**PDN straps and rails**

Scale bar: 20 um. Pins as bars on the die edge.
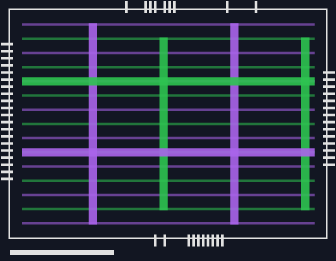
**Placed cells, one colour a class**

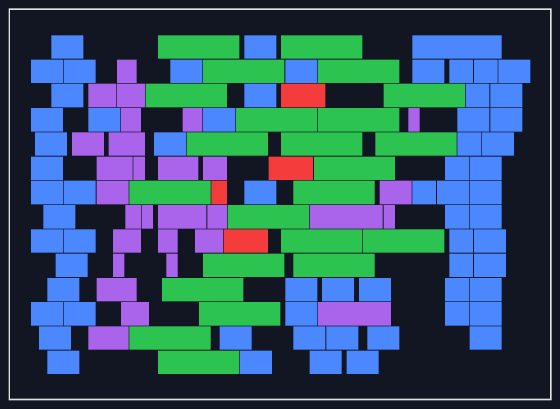
**config.mk**
```make
export PLATFORM = sky130hd
export DESIGN_NAME = text_gen_flat
export DESIGN_NICKNAME = d
export VERILOG_FILES = /design/src/rtl/vga_text_pkg.sv /design/src/rtl/text_gen_if.sv /design/src/rtl/sync_delay.sv /design/src/rtl/text_gen.sv /design/src/flat_wrapper.sv
export SDC_FILE = /design/constraint.sdc
export NUM_CORES = 1
export LEC_CHECK = 0
export ABC_CLOCK_PERIOD_IN_PS = 3200
export CAP_MARGIN = 20
export CORE_ASPECT_RATIO = 0.7
export CORE_MARGIN = 2
export CORE_UTILIZATION = 41
export CTS_BUF_LIST = sky130_fd_sc_hd__clkbuf_8
export DETAILED_ROUTE_END_ITERATION = 16
export GPL_TIMING_DRIVEN = 0
export PLACE_DENSITY = 0.83
export SYNTH_ARGS = -nofsm -noshare
export SYNTH_HDL_FRONTEND = slang
export SYNTH_SLANG_ARGS = --single-unit
```
**constraint.sdc**
```tcl
create_clock -name clk -period 3.2 [get_ports clk]
set_input_delay 0.64 -clock clk [delete_from_list [all_inputs] [get_ports clk]]
set_output_delay 0.64 -clock clk [all_outputs]
set_load 0.02 [all_outputs]
```
**src/rtl/vga_text_pkg.sv**
```systemverilog
// vga_text_pkg: shared font geometry, character codes and colour width for the text overlay
package vga_text_pkg;
  localparam int FONT_W = 8;
  localparam int FONT_H = 16;
  localparam int NUM_CHARS = 3;
  localparam int RGB_W = 12;
  typedef enum logic [1:0] {CH_BLANK = 2'd0, CH_I = 2'd1, CH_S = 2'd2, CH_A = 2'd3} char_code_t;
endpackage

```
**src/rtl/text_gen_if.sv**
```systemverilog
// text_gen_if: pixel stream in (pixel_x/y, video_on, syncs), font ROM link (rom_addr/rom_data), video out (rgb, syncs)
interface text_gen_if;
  import vga_text_pkg::*;
  logic [9:0] pixel_x;
  logic [9:0] pixel_y;
  logic video_on;
  logic hsync_in;
  logic vsync_in;
  logic [5:0] rom_addr;
  logic [7:0] rom_data;
  logic [RGB_W-1:0] rgb;
  logic hsync_out;
  logic vsync_out;
  modport master (output pixel_x, pixel_y, video_on, hsync_in, vsync_in, rom_data, input rom_addr, rgb, hsync_out, vsync_out);
  modport slave (input pixel_x, pixel_y, video_on, hsync_in, vsync_in, rom_data, output rom_addr, rgb, hsync_out, vsync_out);
endinterface

```
**src/rtl/sync_delay.sv**
```systemverilog
// sync_delay: DEPTH-stage 1-bit shift register; ports clk, reset_n (async active-low), d in, q out
module sync_delay #(
  parameter int DEPTH = 3
) (
  input  logic clk,
  input  logic reset_n,
  input  logic d,
  output logic q
);
  logic [DEPTH-1:0] sr_q, sr_d;
  always_comb sr_d = DEPTH'({sr_q, d});
  always_ff @(posedge clk or negedge reset_n)
    if (!reset_n) sr_q <= '0;
    else sr_q <= sr_d;
  assign q = sr_q[DEPTH-1];
endmodule

```
**src/rtl/text_gen.sv**
```systemverilog
// text_gen: 3-stage pipeline overlaying a 3-character text box on a pixel stream via an external font ROM.
// Ports: clk, reset_n (async active-low), bus (text_gen_if.slave). Optional TEXT_GEN_BLINK_EN: 64-frame blink.
module text_gen import vga_text_pkg::*; #(
  parameter logic [9:0] TEXT_X0 = 10'd308,
  parameter logic [9:0] TEXT_Y0 = 10'd232,
  parameter logic [RGB_W-1:0] FG_COLOR = 12'hFFF,
  parameter logic [RGB_W-1:0] BG_COLOR = 12'h000
) (
  input logic clk,
  input logic reset_n,
  text_gen_if.slave bus
);
  localparam logic [10:0] X0 = 11'(TEXT_X0);
  localparam logic [10:0] Y0 = 11'(TEXT_Y0);
  localparam logic [10:0] BOX_W = 11'(FONT_W * NUM_CHARS);
  localparam logic [10:0] BOX_H = 11'(FONT_H);
  logic [10:0] px, py;
  logic [4:0] dx;
  logic [3:0] dy;
  logic in_box, in_box2, von2, vs1, hide, pix_on;
  logic [5:0] rom_addr_q, rom_addr_d;
  logic [2:0] col1_q, col1_d, col2_q, col2_d;
  logic [RGB_W-1:0] rgb_q, rgb_d;
  // Out-of-box subtraction results are don't-care: the address is forced to the blank glyph.
  always_comb begin
    px = {1'b0, bus.pixel_x};
    py = {1'b0, bus.pixel_y};
    dx = 5'(bus.pixel_x - TEXT_X0);
    dy = 4'(bus.pixel_y - TEXT_Y0);
    in_box = px >= X0 && px < X0 + BOX_W && py >= Y0 && py < Y0 + BOX_H;
    rom_addr_d = in_box ? {dx[4:3] + 2'd1, dy} : {CH_BLANK, 4'h0};
    col1_d = dx[2:0];
    col2_d = col1_q;
    pix_on = in_box2 && bus.rom_data[3'd7 - col2_q] && !hide;
    rgb_d = !von2 ? '0 : pix_on ? FG_COLOR : BG_COLOR;
  end
  always_ff @(posedge clk or negedge reset_n)
    if (!reset_n) begin
      rom_addr_q <= '0;
      col1_q <= '0;
      col2_q <= '0;
      rgb_q <= '0;
    end else begin
      rom_addr_q <= rom_addr_d;
      col1_q <= col1_d;
      col2_q <= col2_d;
      rgb_q <= rgb_d;
    end
  sync_delay #(.DEPTH(3)) u_hs (.clk(clk), .reset_n(reset_n), .d(bus.hsync_in), .q(bus.hsync_out));
  sync_delay #(.DEPTH(1)) u_vs1 (.clk(clk), .reset_n(reset_n), .d(bus.vsync_in), .q(vs1));
  sync_delay #(.DEPTH(2)) u_vs3 (.clk(clk), .reset_n(reset_n), .d(vs1), .q(bus.vsync_out));
  sync_delay #(.DEPTH(2)) u_box (.clk(clk), .reset_n(reset_n), .d(in_box), .q(in_box2));
  sync_delay #(.DEPTH(2)) u_von (.clk(clk), .reset_n(reset_n), .d(bus.video_on), .q(von2));
`ifdef TEXT_GEN_BLINK_EN
  // Frame counter advances on each falling edge of the stage-1 vsync; bit 5 hides the text.
  logic [5:0] blink_q, blink_d;
  logic vs_prev_q, vs_prev_d;
  always_comb begin
    vs_prev_d = vs1;
    blink_d = blink_q + 6'(vs_prev_q & ~vs1);
  end
  always_ff @(posedge clk or negedge reset_n)
    if (!reset_n) begin
      blink_q <= '0;
      vs_prev_q <= 1'b0;
    end else begin
      blink_q <= blink_d;
      vs_prev_q <= vs_prev_d;
    end
  assign hide = blink_q[5];
`else
  assign hide = 1'b0;
`endif
  assign bus.rom_addr = rom_addr_q;
  assign bus.rgb = rgb_q;
endmodule

```
**src/flat_wrapper.sv**
```systemverilog
// flat-port wrapper written by rule: the top's interface ports become plain ports
module text_gen_flat import vga_text_pkg::*;
#(
  parameter logic [9:0] TEXT_X0 = 10'd308,
  parameter logic [9:0] TEXT_Y0 = 10'd232,
  parameter logic [RGB_W-1:0] FG_COLOR = 12'hFFF,
  parameter logic [RGB_W-1:0] BG_COLOR = 12'h000
)
  (clk, reset_n, bus_pixel_x, bus_pixel_y, bus_video_on, bus_hsync_in, bus_vsync_in, bus_rom_data, bus_rom_addr, bus_rgb, bus_hsync_out, bus_vsync_out);
  text_gen_if bus_i ();
  input logic clk;
  input logic reset_n;
  input wire logic [$bits(bus_i.pixel_x)-1:0] bus_pixel_x;
  input wire logic [$bits(bus_i.pixel_y)-1:0] bus_pixel_y;
  input wire logic [$bits(bus_i.video_on)-1:0] bus_video_on;
  input wire logic [$bits(bus_i.hsync_in)-1:0] bus_hsync_in;
  input wire logic [$bits(bus_i.vsync_in)-1:0] bus_vsync_in;
  input wire logic [$bits(bus_i.rom_data)-1:0] bus_rom_data;
  output wire logic [$bits(bus_i.rom_addr)-1:0] bus_rom_addr;
  output wire logic [$bits(bus_i.rgb)-1:0] bus_rgb;
  output wire logic [$bits(bus_i.hsync_out)-1:0] bus_hsync_out;
  output wire logic [$bits(bus_i.vsync_out)-1:0] bus_vsync_out;
  assign bus_i.pixel_x = bus_pixel_x;
  assign bus_i.pixel_y = bus_pixel_y;
  assign bus_i.video_on = bus_video_on;
  assign bus_i.hsync_in = bus_hsync_in;
  assign bus_i.vsync_in = bus_vsync_in;
  assign bus_i.rom_data = bus_rom_data;
  assign bus_rom_addr = bus_i.rom_addr;
  assign bus_rgb = bus_i.rgb;
  assign bus_hsync_out = bus_i.hsync_out;
  assign bus_vsync_out = bus_i.vsync_out;
  text_gen #(.TEXT_X0(TEXT_X0), .TEXT_Y0(TEXT_Y0), .FG_COLOR(FG_COLOR), .BG_COLOR(BG_COLOR)) u_core (.clk(clk), .reset_n(reset_n), .bus(bus_i));
endmodule
```
==> metrics.cfg <==
[run_status]
status = finished, final reports clean

[pwr]
pwr-share-comb = 0.137
pwr-share-seq = 0.548
ir_worst_vdd_mv = 0.190
total_power_uw = 552
netSwitchingFraction = 0.206

[route]
wirelength_um = 1770
antenna_left = 0
wl_per_cell_um = 11.6
remaining_drc_errors = 0
via_per_inst = 4.36
drt_pass1_iterations = 2

[setup_path]
crit_family = buffers and inverters
cpPeakStageDelay_ps = 590
crit_start = u_core.bus.rgb[10]
start_kind = flop
rrSetupSlack_ps = 2000
reg2reg_to = u_core.bus.rgb[10]
worst_r2r_startpoint = u_core.col2_q[0]
endpoint = bus_rgb[1]
cp_max_fo = 12
criticalPathCategory = reg2out
worst_setup_path_end_kind = output pin

[cells_and_area]
logic_gate_count = 26
clock_buffers = 3
buffers = 64
n_fill_cell = 156
instances_no_fill = 152
comb_share = 0.160
final_area_um2 = 1550
diodes = 0
mostFrequentLayoutCells = clkdlybuf4s50_1 (52), dfrtp_1 (23), buf_4 (11)
comb_area_um2 = 249

[global_routing]
antenna_found_initial = 0
grt_pass1_wl_um = 2860
grt-ovfl-total = 0

[logic_synthesis]
ys_area_um2 = 918
ys_ff = 23
most_common_cell = dfrtp_1
aoi_share = 0.0286
netlist_top_cells_count = dfrtp_1 (23), buf_4 (11), and3_1 (5)
synthesis.area_um2 = 918
topCellsByArea = dfrtp_1 (63%), buf_4 (9.0%), mux4_2 (4.9%)
synth_stat.cells = 63

[run]
drv_cap = 0

[clocking]
post-cts-setup-buffers = 0
clockRootBuffer = clkbuf_8
clk_pin_slew_ps = 80

[die]
nWellTaps = 32
io-pin-count = 53

[sta]
relSlewSlack = 0.791
fmax_mhz = 457

Back to the opening pictures, 'PDN straps and rails':
| colour | net |
|---|---|
| green | VDD |
| purple | VSS |
met1 rails: 15
rows: 14
met4 straps: 4
met5 straps: 2
signal pins: 53

Back to the opening pictures, 'placed cells, one colour a class':
| colour | class | cells | share of their area |
|---|---|---|---|
| red | clock drivers and dummy loads | 4 | 3.1% |
| blue | other buffers and delay cells | 64 | 42% |
| purple | all other logic | 29 | 17% |
| green | flip-flops | 23 | 38% |

power groups by stage:
stage,Sequential [mW],Clock (mW),Combinational (mW)
6_report,0.302,0.174,0.0755
5_1_grt,0.303,0.189,0.0829
3_3_place_gp,0.308,0,0.0698
2_1_floorplan,0.309,0,0.0186
4_1_cts,0.302,0.178,0.0725
3_5_place_dp,0.308,0,0.0723
metrics by stage:
stage	util	setup slack (ps)
3_5_place_dp	0.692	963
4_1_cts	0.714	991
5_1_grt	0.727	921
2_1_floorplan	-	1580
3_3_place_gp	0.692	983
6_report	0.727	1010
routing by layer:
metal  GRT usage  routed length, um
met5           0                  0
met4      0.0696                 37
met2       0.288                977
met1       0.150                596
met3      0.0328                156
Power figures rest on the tool's default switching activity, not on a simulated workload.
